### src/rtl/tug_pkg.sv
// Shared types for the tug-of-war playing field: field states and the winner encoding.
package tug_pkg;

  typedef enum logic [1:0] {
    PLAY = 2'd0,
    LWON = 2'd1,
    RWON = 2'd2
  } field_state_e;

  localparam logic [1:0] WIN_NONE = 2'b00;
  localparam logic [1:0] WIN_L    = 2'b10;
  localparam logic [1:0] WIN_R    = 2'b01;

  function automatic logic [1:0] win_code(input field_state_e st);
    case (st)
      LWON:    win_code = WIN_L;
      RWON:    win_code = WIN_R;
      default: win_code = WIN_NONE;
    endcase
  endfunction

endpackage

### src/rtl/tug_key_press.sv
// Key-to-pulse converter: optional two-flop synchronizer (FIELD_SYNC_EN) ahead of a rising-edge detector.
module tug_key_press (
  input  logic clk,
  input  logic reset,
  input  logic key,
  output logic press
);

  logic sample;
  logic prev;

`ifdef FIELD_SYNC_EN
  logic sync1;
  logic sync2;

  always_ff @(posedge clk) begin
    if (!reset) begin
      sync1 <= 1'b0;
      sync2 <= 1'b0;
    end else begin
      sync1 <= key;
      sync2 <= sync1;
    end
  end

  assign sample = sync2;
`else
  assign sample = key;
`endif

  // History resets high so a key held through reset release never counts as a press.
  always_ff @(posedge clk) begin
    if (!reset) prev <= 1'b1;
    else        prev <= sample;
  end

  assign press = sample & ~prev;

endmodule

### src/rtl/tug_field.sv
// Tug-of-war playing field: moves one lit LED on key presses and freezes once a side pulls past its end.
// Optional macro FIELD_SYNC_EN adds a two-flop key synchronizer in tug_key_press.
module tug_field
  import tug_pkg::*;
#(
  parameter int N_LEDS = 9
) (
  input  logic              clk,
  input  logic              reset,
  input  logic              L,
  input  logic              R,
  input  logic              restart,
  output logic [N_LEDS-1:0] led,
  output logic              L_endLED,
  output logic              R_endLED,
  output logic              L_press,
  output logic              R_press,
  output logic [1:0]        winner
);

  localparam int POS_W = $clog2(N_LEDS);
  localparam logic [POS_W-1:0] CENTER = POS_W'((N_LEDS - 1) / 2);
  localparam logic [POS_W-1:0] LAST   = POS_W'(N_LEDS - 1);

  field_state_e     state, state_next;
  logic [POS_W-1:0] pos, pos_next;
  logic             l_raw, r_raw;
  logic             l_only, r_only;

  tug_key_press u_left (
    .clk   (clk),
    .reset (reset),
    .key   (L),
    .press (l_raw)
  );

  tug_key_press u_right (
    .clk   (clk),
    .reset (reset),
    .key   (R),
    .press (r_raw)
  );

  // Simultaneous presses cancel; pulses are only exported while play is live.
  assign l_only  = l_raw & ~r_raw;
  assign r_only  = r_raw & ~l_raw;
  assign L_press = l_only & (state == PLAY);
  assign R_press = r_only & (state == PLAY);

  always_ff @(posedge clk) begin
    if (!reset) begin
      state <= PLAY;
      pos   <= CENTER;
    end else begin
      state <= state_next;
      pos   <= pos_next;
    end
  end

  always_comb begin
    state_next = state;
    pos_next   = pos;
    if (restart) begin
      state_next = PLAY;
      pos_next   = CENTER;
    end else if (state == PLAY) begin
      if (l_only) begin
        if (pos == LAST) state_next = LWON;
        else             pos_next   = pos + POS_W'(1);
      end else if (r_only) begin
        if (pos == '0)   state_next = RWON;
        else             pos_next   = pos - POS_W'(1);
      end
    end
  end

  assign led      = {{(N_LEDS - 1){1'b0}}, 1'b1} << pos;
  assign L_endLED = led[N_LEDS-1];
  assign R_endLED = led[0];
  assign winner   = win_code(state);

endmodule

### config.mk
export PLATFORM = sky130hd
export DESIGN_NAME = tug_field
export DESIGN_NICKNAME = d
export VERILOG_FILES = /design/src/rtl/tug_pkg.sv /design/src/rtl/tug_key_press.sv /design/src/rtl/tug_field.sv
export SDC_FILE = /design/constraint.sdc
export NUM_CORES = 1
export LEC_CHECK = 0
export ABC_AREA = 1
export CORE_MARGIN = 3
export CORE_UTILIZATION = 25
export CTS_CLUSTER_DIAMETER = 150
export DETAILED_ROUTE_END_ITERATION = 10
export DONT_BUFFER_PORTS = 1
export PLACE_DENSITY = 0.5
export SYNTH_ARGS = -nofsm -noshare
export SYNTH_HDL_FRONTEND = slang
export SYNTH_HIERARCHICAL = 1
export SYNTH_SLANG_ARGS = --single-unit
### constraint.sdc
create_clock -name clk -period 4.8 [get_ports clk]
set_clock_uncertainty 0.1 [all_clocks]
set_input_delay 0.96 -clock clk [delete_from_list [all_inputs] [get_ports clk]]
set_output_delay 0.96 -clock clk [all_outputs]
set_load 0.01 [all_outputs]
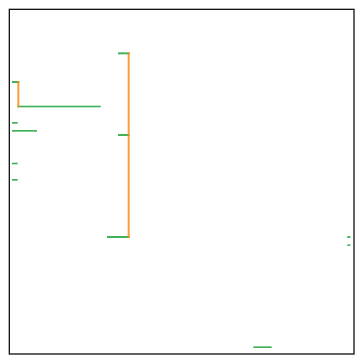
**Above:** run 1 (metal layers overlaid).
Drawn at 6 px/µm. Only two layers are drawn.
[orange] metal 4 | wire length: 34.7 µm
[green] metal 3 | wire length: 30.4 µm
final WL: 1250 µm
routed length per instance: 10.1 µm
DR vias: 560
gr usage total: 0.0858

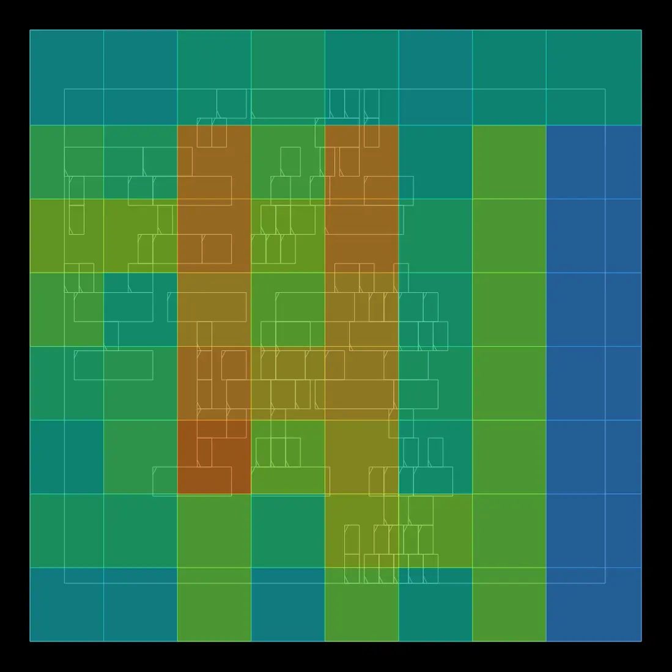
**Above:** run 1 (track usage over the die).
Final Util: 0.298
M1 GR Usage: 0.102
GRT busiest layer: met2

==> impl_metrics.yaml, run 1 <==
# synthesis and place-and-route metrics
setup_path:
  worstReg2RegEnd: "pos[3]"
  critical-path-max-stage-delay_ns: 0.21
  end_kind: "primary output"
  startpoint: "R"
timing:
  finalHoldViolCount: 0
  relSlewSlack: 0.735
  fin_crit_ns: 2.70
  rsz0062_at_grt: "no"
  whs_ns: 0.411
cells_and_area:
  inv_count: 15
  antenna_cells: 0
  seq-cell-share: 0.229
  clkbuf_count: 3
logic_synthesis:
  simple_gate_area_frac: 0.496
  topCellsByArea: "dfxtp_1 24%, nor2_1 11%, nand2_1 11%"
worst_hold_path:
  whs_path_depth: 2
floorplan:
  die_w_um: 57.2
  num_io_pins: 20
pwr:
  comb_power_mw: 0.0370
  leakagePower_nw: 0.310
  power_mw: 0.164
placed_design:
  gp_congestion: 0.775
job:
  cap_violations: 0
clocking:
  cts_buffer_depth: 2
  htree_levels: 1
status:
  status: "finished, final reports clean"
route:
  vias_per_cell: 4.52
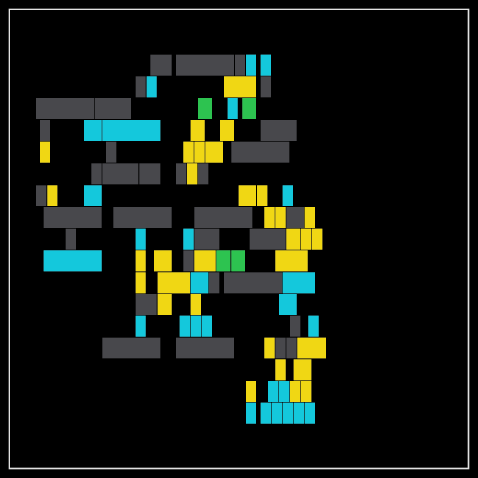
**Above:** run 1 (selected gate families).
Drawn at 8 px/µm.
[yellow] NAND gates | cells: 32 | most used: nand2_1
[cyan] NOR gates | cells: 27 | most used: nor2_1
[green] inverting AOI/OAI gates | cells: 4 | most used: a21oi_1

**Run 1: met1 routing**

Drawn at 6 px/µm. Supply wires on this layer in gray.
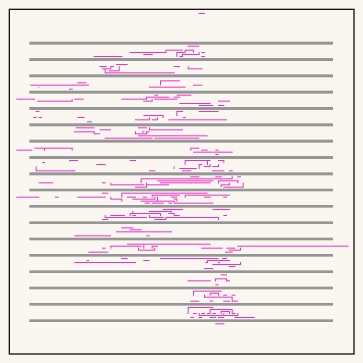

==> run 1 -> run 2 <==
- clock period: 4.8 -> 2.7 ns (I/O delays scaled with it)
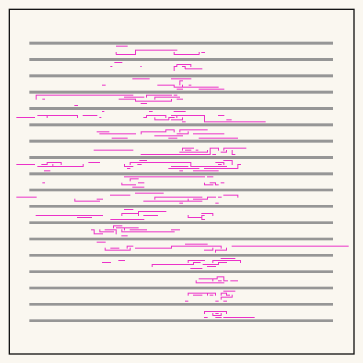
**Above:** run 2 (met1 routing).
Drawn at 6 px/µm. Supply wires on this layer in gray.
wire length on this layer: 531 µm
longest straight run: 19.3 µm
share of all routed wire: 46%

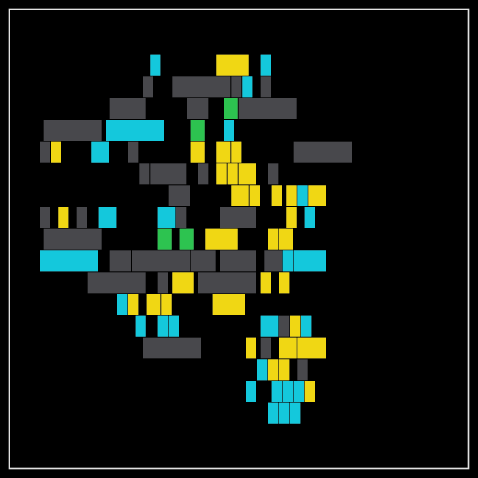
**Above:** run 2 (selected gate families).
Drawn at 8 px/µm.
[green] inverting AOI/OAI gates | cells: 4 | most used: a21oi_1
[yellow] NAND gates | cells: 32 | most used: nand2_1 | where: middle
[cyan] NOR gates | cells: 27 | most used: nor2_1
Commonest Layout Cell: nor2_1
Non-Filler Instances: 124
logic share of the area: 0.608

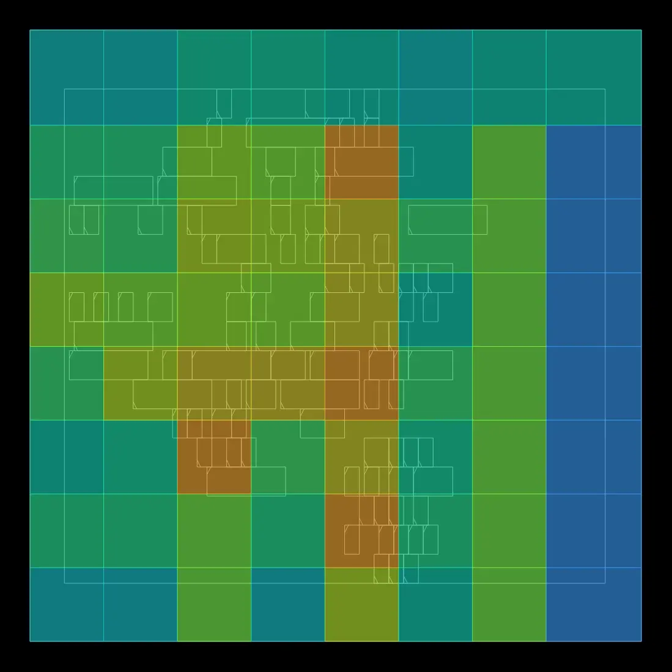
**Above:** run 2 (track usage over the die).
routing usage on met3: 0.0294
routed length per instance: 9.38 µm

==> run 2 against run 1 <==
Sequential power up 77%. Sequential share of layout area stayed put. Via count fell by 4.8%. Clock-buffer cell count unchanged. First-iteration DRC count decreased by 40%. Sequential cell count unchanged. Total power increased by 73%. Setup slack got worse by 1.3 ns. Combinational power up 75%. Register-to-register slack worse by 2.0 ns. Critical path type unchanged.
==> impl_metrics.yaml, run 2 <==
# synthesis and place-and-route metrics
clocking:
  cts_buffer_depth: 2
  htree_levels: 1
route:
  wl_um: 1160
  vias_per_cell: 4.30
  vias: 533
  drtPass1Iterations: 4
logic_synthesis:
  simple_gate_area_frac: 0.496
  ys_cells: 95
  topCellsByArea: "dfxtp_1 24%, nor2_1 11%, nand2_1 11%"
placed_design:
  gp_congestion: 0.847
pwr:
  intPower_mw: 0.197
  leakagePower_nw: 0.310
  comb_power_mw: 0.0647
timing:
  fin_crit_ns: 1.85
  rsz0062_at_grt: "no"
  whs_ns: 0.247
  relSlewSlack: 0.733
setup_path:
  critical-path-max-stage-delay_ns: 0.22
  startpoint: "L"
  worstReg2RegEnd: "pos[3]"
  end_kind: "primary output"
job:
  cap_violations: 0
cells_and_area:
  clkbuf_count: 3
  fin_util: 0.298
  num-multi-input-gates: 70
  seq-cell-share: 0.229
global_route:
  track_usage: 0.0840
  grt_use_met1: 0.0993
  grt.busiest_layer: "met2"
  grt_max_degree: 8
worst_hold_path:
  whs_path_depth: 1
status:
  status: "finished, final reports clean"
floorplan:
  num_io_pins: 20
No activity file was given, so power comes from the tool's default toggle rates.
